<file path="src/rtl/instr_fetch_unit_pkg.sv">
// Shared constants for the fetch stage: reset PC, state encoding,
// decode field positions and the NOP word.
package instr_fetch_unit_pkg;

  localparam logic [31:0] RESET_PC_DEFAULT = 32'h0040_0000;
  localparam logic [31:0] NOP_WORD         = 32'h0000_0000;

  localparam int OPC_MSB  = 31;
  localparam int OPC_LSB  = 26;
  localparam int FUNC_MSB = 5;
  localparam int FUNC_LSB = 0;

  typedef enum logic {
    ST_FETCH = 1'b0,
    ST_DRAIN = 1'b1
  } ifu_state_e;

  // Instruction addresses are always word aligned; low bits are dropped.
  function automatic logic [31:0] word_align(input logic [31:0] addr);
    return {addr[31:2], 2'b00};
  endfunction

endpackage

</file>
<file path="src/rtl/ifu_fifo.sv">
// Small synchronous FIFO with first-word-fall-through read, used both for
// returned instructions and for the in-order PC tags of outstanding reads.
// Flush wins over push/pop; push is accepted when full only alongside a pop.
module ifu_fifo #(
  parameter int DEPTH = 2,
  parameter int WIDTH = 64
) (
  input  logic                    clk,
  input  logic                    rst,
  input  logic                    push,
  input  logic                    pop,
  input  logic                    flush,
  input  logic [WIDTH-1:0]        wdata,
  output logic [WIDTH-1:0]        rdata,
  output logic [$clog2(DEPTH):0]  count,
  output logic                    full,
  output logic                    empty
);

  localparam int AW = $clog2(DEPTH);

  logic [AW:0]      wr_ptr_q, wr_ptr_d;
  logic [AW:0]      rd_ptr_q, rd_ptr_d;
  logic [WIDTH-1:0] mem_q [DEPTH];
  logic             do_push, do_pop;

  // Occupancy flags and next pointer values.
  always_comb begin
    count    = wr_ptr_q - rd_ptr_q;
    full     = (count == (AW+1)'(DEPTH));
    empty    = (wr_ptr_q == rd_ptr_q);
    do_push  = push && !flush && (!full || pop);
    do_pop   = pop && !flush && !empty;
    wr_ptr_d = wr_ptr_q + {{AW{1'b0}}, do_push};
    rd_ptr_d = flush ? wr_ptr_q : rd_ptr_q + {{AW{1'b0}}, do_pop};
  end

  // Pointer registers.
  always_ff @(posedge clk) begin
    if (rst) begin
      wr_ptr_q <= '0;
      rd_ptr_q <= '0;
    end else begin
      wr_ptr_q <= wr_ptr_d;
      rd_ptr_q <= rd_ptr_d;
    end
  end

  // Storage; contents need no reset because empty masks them.
  always_ff @(posedge clk) begin
    if (do_push) begin
      mem_q[wr_ptr_q[AW-1:0]] <= wdata;
    end
  end

  assign rdata = mem_q[rd_ptr_q[AW-1:0]];

endmodule

</file>
<file path="src/rtl/instr_fetch_unit.sv">
// Fetch stage: holds the PC, issues word reads with credit-based flow
// control, buffers responses and hands them to decode.  A redirect flushes
// the buffer and drains responses still in flight before refetching.
// Optional macro IFU_BYPASS_EN: forward a response straight to decode when
// the buffer is empty, saving one cycle of fetch-to-decode latency.
module instr_fetch_unit
  import instr_fetch_unit_pkg::*;
#(
  parameter logic [31:0] RESET_PC = RESET_PC_DEFAULT,
  parameter int          DEPTH    = 2
) (
  input  logic        clk,
  input  logic        rst,
  output logic        imem_req,
  output logic [31:0] imem_addr,
  input  logic        imem_gnt,
  input  logic        imem_rvalid,
  input  logic [31:0] imem_rdata,
  input  logic        redirect_valid,
  input  logic [31:0] redirect_pc,
  output logic        dec_valid,
  input  logic        dec_ready,
  output logic [31:0] dec_instr,
  output logic [31:0] dec_pc,
  output logic [31:0] dec_pc4,
  output logic [5:0]  opc,
  output logic [5:0]  func
);

  localparam int            CW      = $clog2(DEPTH) + 1;
  localparam logic [CW:0]   DEPTH_C = (CW+1)'(DEPTH);

  ifu_state_e    state_q, state_d;
  logic [31:0]   pc_q, pc_d;

  logic [CW-1:0] rsp_count, tag_count, out_left;
  logic          rsp_full, rsp_empty, tag_full, tag_empty;
  logic [63:0]   rsp_head;
  logic [31:0]   tag_head;
  logic          rsp_valid, rsp_push, rsp_pop, tag_push;
  logic [CW:0]   credits_used;
  logic [31:0]   head_pc, head_instr;
`ifdef IFU_BYPASS_EN
  logic          bypass;
`endif

  // The tag queue occupancy is the number of outstanding reads.
  assign credits_used = {1'b0, rsp_count} + {1'b0, tag_count};

  // Request, response routing and decode-side outputs.
  always_comb begin
    rsp_valid = imem_rvalid && !tag_empty;
    imem_req  = !rst && !redirect_valid && (state_q == ST_FETCH) &&
                !tag_full && !rsp_full && (credits_used < DEPTH_C);
    imem_addr = pc_q;
    tag_push  = imem_req && imem_gnt;
`ifdef IFU_BYPASS_EN
    bypass     = rsp_valid && rsp_empty && (state_q == ST_FETCH) && !redirect_valid;
    rsp_push   = rsp_valid && (state_q == ST_FETCH) && !redirect_valid &&
                 !(bypass && dec_ready);
    head_pc    = bypass ? tag_head   : rsp_head[63:32];
    head_instr = bypass ? imem_rdata : rsp_head[31:0];
    dec_valid  = !rst && (!rsp_empty || bypass);
`else
    rsp_push   = rsp_valid && (state_q == ST_FETCH) && !redirect_valid;
    head_pc    = rsp_head[63:32];
    head_instr = rsp_head[31:0];
    dec_valid  = !rst && !rsp_empty;
`endif
    rsp_pop   = !rsp_empty && dec_ready && !redirect_valid;
    dec_instr = dec_valid ? head_instr : NOP_WORD;
    dec_pc    = dec_valid ? head_pc : 32'd0;
    dec_pc4   = dec_valid ? head_pc + 32'd4 : 32'd0;
    opc       = dec_instr[OPC_MSB:OPC_LSB];
    func      = dec_instr[FUNC_MSB:FUNC_LSB];
  end

  // Next PC and state; a redirect overrides everything else.
  always_comb begin
    state_d  = state_q;
    pc_d     = pc_q;
    out_left = tag_count - {{(CW-1){1'b0}}, rsp_valid};
    if (redirect_valid) begin
      pc_d    = word_align(redirect_pc);
      state_d = (out_left != '0) ? ST_DRAIN : ST_FETCH;
    end else begin
      if (tag_push) begin
        pc_d = pc_q + 32'd4;
      end
      if ((state_q == ST_DRAIN) && (out_left == '0)) begin
        state_d = ST_FETCH;
      end
    end
  end

  // PC and state registers.
  always_ff @(posedge clk) begin
    if (rst) begin
      state_q <= ST_FETCH;
      pc_q    <= RESET_PC;
    end else begin
      state_q <= state_d;
      pc_q    <= pc_d;
    end
  end

  ifu_fifo #(.DEPTH(DEPTH), .WIDTH(64)) u_rsp_fifo (
    .clk   (clk),
    .rst   (rst),
    .push  (rsp_push),
    .pop   (rsp_pop),
    .flush (redirect_valid),
    .wdata ({tag_head, imem_rdata}),
    .rdata (rsp_head),
    .count (rsp_count),
    .full  (rsp_full),
    .empty (rsp_empty)
  );

  // Tags are never flushed: dropped responses still pop their own tag.
  ifu_fifo #(.DEPTH(DEPTH), .WIDTH(32)) u_tag_fifo (
    .clk   (clk),
    .rst   (rst),
    .push  (tag_push),
    .pop   (rsp_valid),
    .flush (1'b0),
    .wdata (pc_q),
    .rdata (tag_head),
    .count (tag_count),
    .full  (tag_full),
    .empty (tag_empty)
  );

endmodule

</file>
<file path="config.mk">
export PLATFORM = sky130hd
export DESIGN_NAME = instr_fetch_unit
export DESIGN_NICKNAME = d
export VERILOG_FILES = /design/src/rtl/instr_fetch_unit_pkg.sv /design/src/rtl/ifu_fifo.sv /design/src/rtl/instr_fetch_unit.sv
export SDC_FILE = /design/constraint.sdc
export NUM_CORES = 1
export LEC_CHECK = 0
export ABC_AREA = 0
export CAP_MARGIN = 20
export CELL_PAD_IN_SITES_DETAIL_PLACEMENT = 1
export CELL_PAD_IN_SITES_GLOBAL_PLACEMENT = 1
export CORE_ASPECT_RATIO = 1.25
export CORE_MARGIN = 3
export CORE_UTILIZATION = 35
export CTS_CLUSTER_SIZE = 28
export DETAILED_ROUTE_END_ITERATION = 12
export GPL_ROUTABILITY_DRIVEN = 0
export PLACE_DENSITY_LB_ADDON = 0.25
export SETUP_SLACK_MARGIN = 0.3
export SLEW_MARGIN = 20
export SYNTH_ARGS = -nofsm -noshare
export SYNTH_HDL_FRONTEND = slang
export SYNTH_SLANG_ARGS = --single-unit
</file>
<file path="constraint.sdc">
create_clock -name clk -period 5.9 [get_ports clk]
set_input_delay 0.885 -clock clk [delete_from_list [all_inputs] [get_ports clk]]
set_output_delay 0.885 -clock clk [all_outputs]
set_load 0.01 [all_outputs]
</file>
==> summary.txt <==
Update from the flow run.

The run finished with clean final reports. The height of the chip is 199 µm. The clock transition at the register clock pins on the worst setup and hold paths after CTS is 60 ps.

The detailed router finished its first iteration with approximately 320 violations. The cell taking the most area after synthesis is edfxtp_1. The aggregate negative setup slack is 0 ps. The script logs the mean routed wire length per placed instance as 18.6 µm.

The path depth of the worst reg2reg path is 9. The number of inverters outside the clock class in the layout is 15. The global routing stage identified its most utilized layer as met2. The area growth from synthesis to layout is 30.0%.

Summing the areas of all fa, ha and maj instances in the mapped netlist gives between 1 and 1.5% of the synthesized area. Max fanout on the critical path was recorded as 44. Multi-input logic gates represent a cell area share of between 20 and 30%. In this run the remaining antenna-violating nets after routing total 0. The main area contributors are edfxtp_1 53%, dfxtp_1 7.5%, mux2i_1 5.8%, mux2_2 3.7%, nor2_1 3.3%.

The number of levels in the clock H-tree is 1. The area fraction in compound gates after synthesis is 9.22%. The proportion of synthesized area in mux cells is 9.82%. The kind of start point of the critical path is a flip-flop. The chip width is 161 µm.

The post-route met1 wirelength is approximately 12000 µm. Once placement completed, the tool counted placed cells totaling 1390. The number of synthesized flops with an enable pin is 184. At the pin with the least slew margin, the transition time is approximately 860 ps. The part of the total power dissipated in combinational logic is around 14%. Summed over all nets, the half-perimeter wirelength after detailed placement is 18800 µm.

The total congestion overflow is 0. The share of synthesized registers carrying an async set or reset is 0%. The critical path runs through a total of 10 cells.

Per the post-run analysis, buffers plus inverters along the critical path come to 4. Gates resized during post-CTS repair numbered 0. The combined flip-flop and latch cell area is 6310 µm². The number of port buffers is 203.

The critical path capture point type is an output pin. The final layout report lists a filler cell count of approximately 3000. Buffers inserted to repair hold after CTS numbered 0. The global router's overall resource usage is 16.3%. The critical path is of the reg2out type. The number of non-clock buffers in the layout is 215. The synthesized instance count is 833. The cell class contributing the biggest share of worst-path delay is buffers and inverters. The number of post-CTS setup repair buffers is 0.

Setup repair after global routing left no endpoint under its margin. The post-synth register bit count is ~220. In the Yosys report the total cell count is 833.

The dominant kind of cell is sequential cells. At the worst endpoint, the arrival time is 3990 ps. Per the detailed placement report, the placed cell area equals ~13000 µm².

Per the OpenROAD power report, leakage power amounts to 4.38 nW. Among all flip-flop cells after synthesis, the most frequent one is edfxtp_1. In the routed design, unresolved DRC markers number 0. The post-layout net count is about 1100. The peak supply drop is around 0.00017 V.

The global routing usage on met2 is around 28%. The last timing report of the flow puts the setup violation total at 0. The layout report lists the clock-cell share of area as 6.12%. The cell chosen for the clock root is clkbuf_16. The final antenna diode tally reported by the flow is 0.

TritonCTS built the clock tree. The finished layout cell area is 13600 µm². The non-clock buffering overhead in the final layout is between 15 and 20%. The clock tree has to reach 223 sinks. The number of antenna violations at the first check in global routing is 0. The post-synthesis instance area is between 10000 and 15000 µm². OpenSTA, run right after detailed placement, puts the worst setup slack at 1510 ps. Per the layout area report, the combinational gate area comes to 3790 µm².

The synthesized netlist devotes around 1.8% of its cell area to XOR and XNOR gates. Tap insertion was completed with 396 tapcells. The share of the synthesized area in the top cell type is 52.8%. The max-slew check reports its worst relative slack as 42.6%. The first-pass GRT wire length is 42200 µm. The total number of warnings across the stage logs is 30. The net switching share of the total power is 24.2%. TritonCTS created 25 clock buffers. The unique cell type count in the Yosys netlist is 74. The depth of the worst hold-timing path is 0.

The most common logic cells in the final layout are 202 x clkdlybuf4s50_1, 184 x edfxtp_1, 92 x nor2_1. Total power for the finished layout comes to 3.96 mW. The global routing met3 resource utilization is 2.38%. The final timing report lists a hold violation count of 0. The first detailed-routing pass took 7 iterations. Pin placement for this block handled 212 I/O pins. Per STA, the highest per-stage delay on the worst path measures 580 ps. The final max-slew violation count recorded for this run is 0.

The fraction of layout instances using a drive strength above 1 is between 10% and 20%. After detailed routing, the met3 layer carries 1220 µm of wire. The total power divided by cell area is 291 nW/µm². The switching component of the power is about 0.96 mW. The final standard cell utilization of the core is a little under half. The most critical min-delay path falls under reg2reg. The time the worst path needs with I/O delays and setup is ~4900 ps.

The number of synthesis warnings is 0. The part of the Yosys area used for sequential elements is 60.3%. Entering global routing, the biggest net connects 79 pins.

The worst-case setup margin in the final layout is a little over 1000 ps. The flow reports an fmax of 205 MHz. Per the synthesis report, the simple-gate share of the synthesized area is approximately 14%.

The detail-routed via count per cell is 5.08. According to the cell report, flip-flops and latches in the layout number 223. At the floorplan stage, the core utilization is reported as approximately 36%. Leaving out fill and tap cells, the most frequent cell in the layout is clkdlybuf4s50_1.

Grouping non-sequential cells by family puts the most area in simple AND/OR/NAND/NOR gates. The chip area estimate from yosys synthesis is between 10000 and 15000 µm². The synthesized area per cell is 12.6 µm². The worst path required time is 5020 ps.

The worst clock skew on the final layout is approximately 15 ps. Sequential cells account for between 40% and 50% of the total power. The via count of the first global-routing pass is 7543. The internal power is 3.00 mW. The clock tree buffer depth is 3. The highest signal layer in the routed design is met4. The number of maximum-capacitance violations recorded for the run is 0. The cell with the biggest individual delay on the critical path is clkdlybuf4s50_1.

The detailed-routed wire length on met2 is between 10000 and 15000 µm. The clock network fraction of total power is 38.9%. The cell sequence reported for the critical path is buf_4 > mux2i_1 > inv_1 > ha_1 > inv_1 > a211oi_4 > nand2_1 > a211oi_1 > mux2i_1 > clkdlybuf4s50_1. The number of logic gates is between 500 and 600. The worst slack on hold paths is 529 ps. The final timing summary puts the cycle share of the worst path at between 80% and 90%.
[worst register-to-register path, stage by stage, from the launching register on]
cell	delay, ps
dfxtp_4	450
ha_1	180
xor3_1	510
fa_1	500
or4_4	440
a211oi_2	260
nand2_2	340
inv_2	180
ha_1	170
buf_4	380
[registers in the layout, summed over array words and instances (netlist names)]
register	cells
imem_addr	30
state_q	1
u_rsp_fifo.mem_q	124
u_rsp_fifo.rd_ptr_q	2
u_rsp_fifo.wr_ptr_q	2
u_tag_fifo.mem_q	60
u_tag_fifo.rd_ptr_q	2
u_tag_fifo.wr_ptr_q	2
[power by group through the flow]
stage | Combinational, mW | Clock (mW) | Sequential [mW]
final | 0.563 | 1.54 | 1.86
after global routing | 0.619 | 1.65 | 1.86
after CTS | 0.573 | 1.58 | 1.86
after detailed placement | 0.569 | 0 | 1.89
after global placement | 0.553 | 0 | 1.88
after floorplan | 0.334 | 0 | 1.88
[path summary, 6_finish.rpt]
path | start | to | slack [ps]
hold / removal | imem_addr[31] | u_tag_fifo.mem_q[0][31] | 530
hold reg to reg | imem_addr[31] | u_tag_fifo.mem_q[0][31] | 530
setup / recovery | u_rsp_fifo.rd_ptr_q[0] | dec_pc4[26] | 1020
setup reg to reg | u_rsp_fifo.rd_ptr_q[0] | u_tag_fifo.mem_q[1][6] | 2120
[Yosys cell counts (9+ instances only)]
cell type	count
edfxtp_1	184
nor2_1	92
mux2i_1	61
nand2_1	56
dfxtp_1	39
mux2_2	34
a21oi_1	33
nand3_1	29
nor3_1	21
clkbuf_1	20
nand2b_1	20
buf_4	19
inv_1	14
o31a_1	14
buf_2	12
nand4_1	12
o21ai_0	12
o22ai_1	12
xnor2_1	11
ha_1	10
and2_1	9
Metal 1:
Supply wires on this layer in grey.
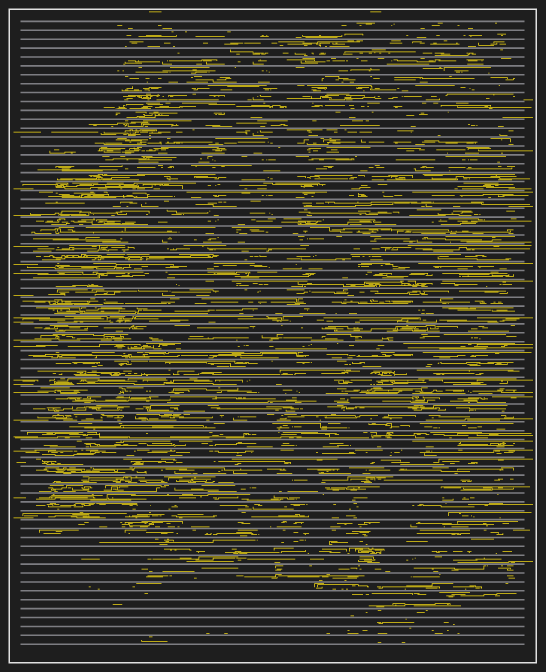
The longest straight run is 42.8 µm. The wires run mostly horizontal. The layer holds 45% of the routed length. 997 nets have wire on it. The layer carries 12100 µm of wire.
final routed wirelength across all metal layers: 26800 µm
met1 usage in global routing: 21.9%
via total after detailed routing: 7289

Cell placement:
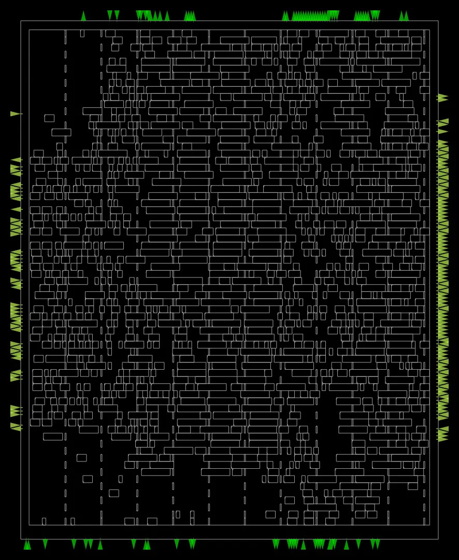
standard-cell row count: 70
floorplan core area: 29300 µm²
count of non-filler cells in the finished layout: 1436
share of the final layout cell area in sequential cells: 46.4%

Power is estimated from default activity; no workload was simulated.
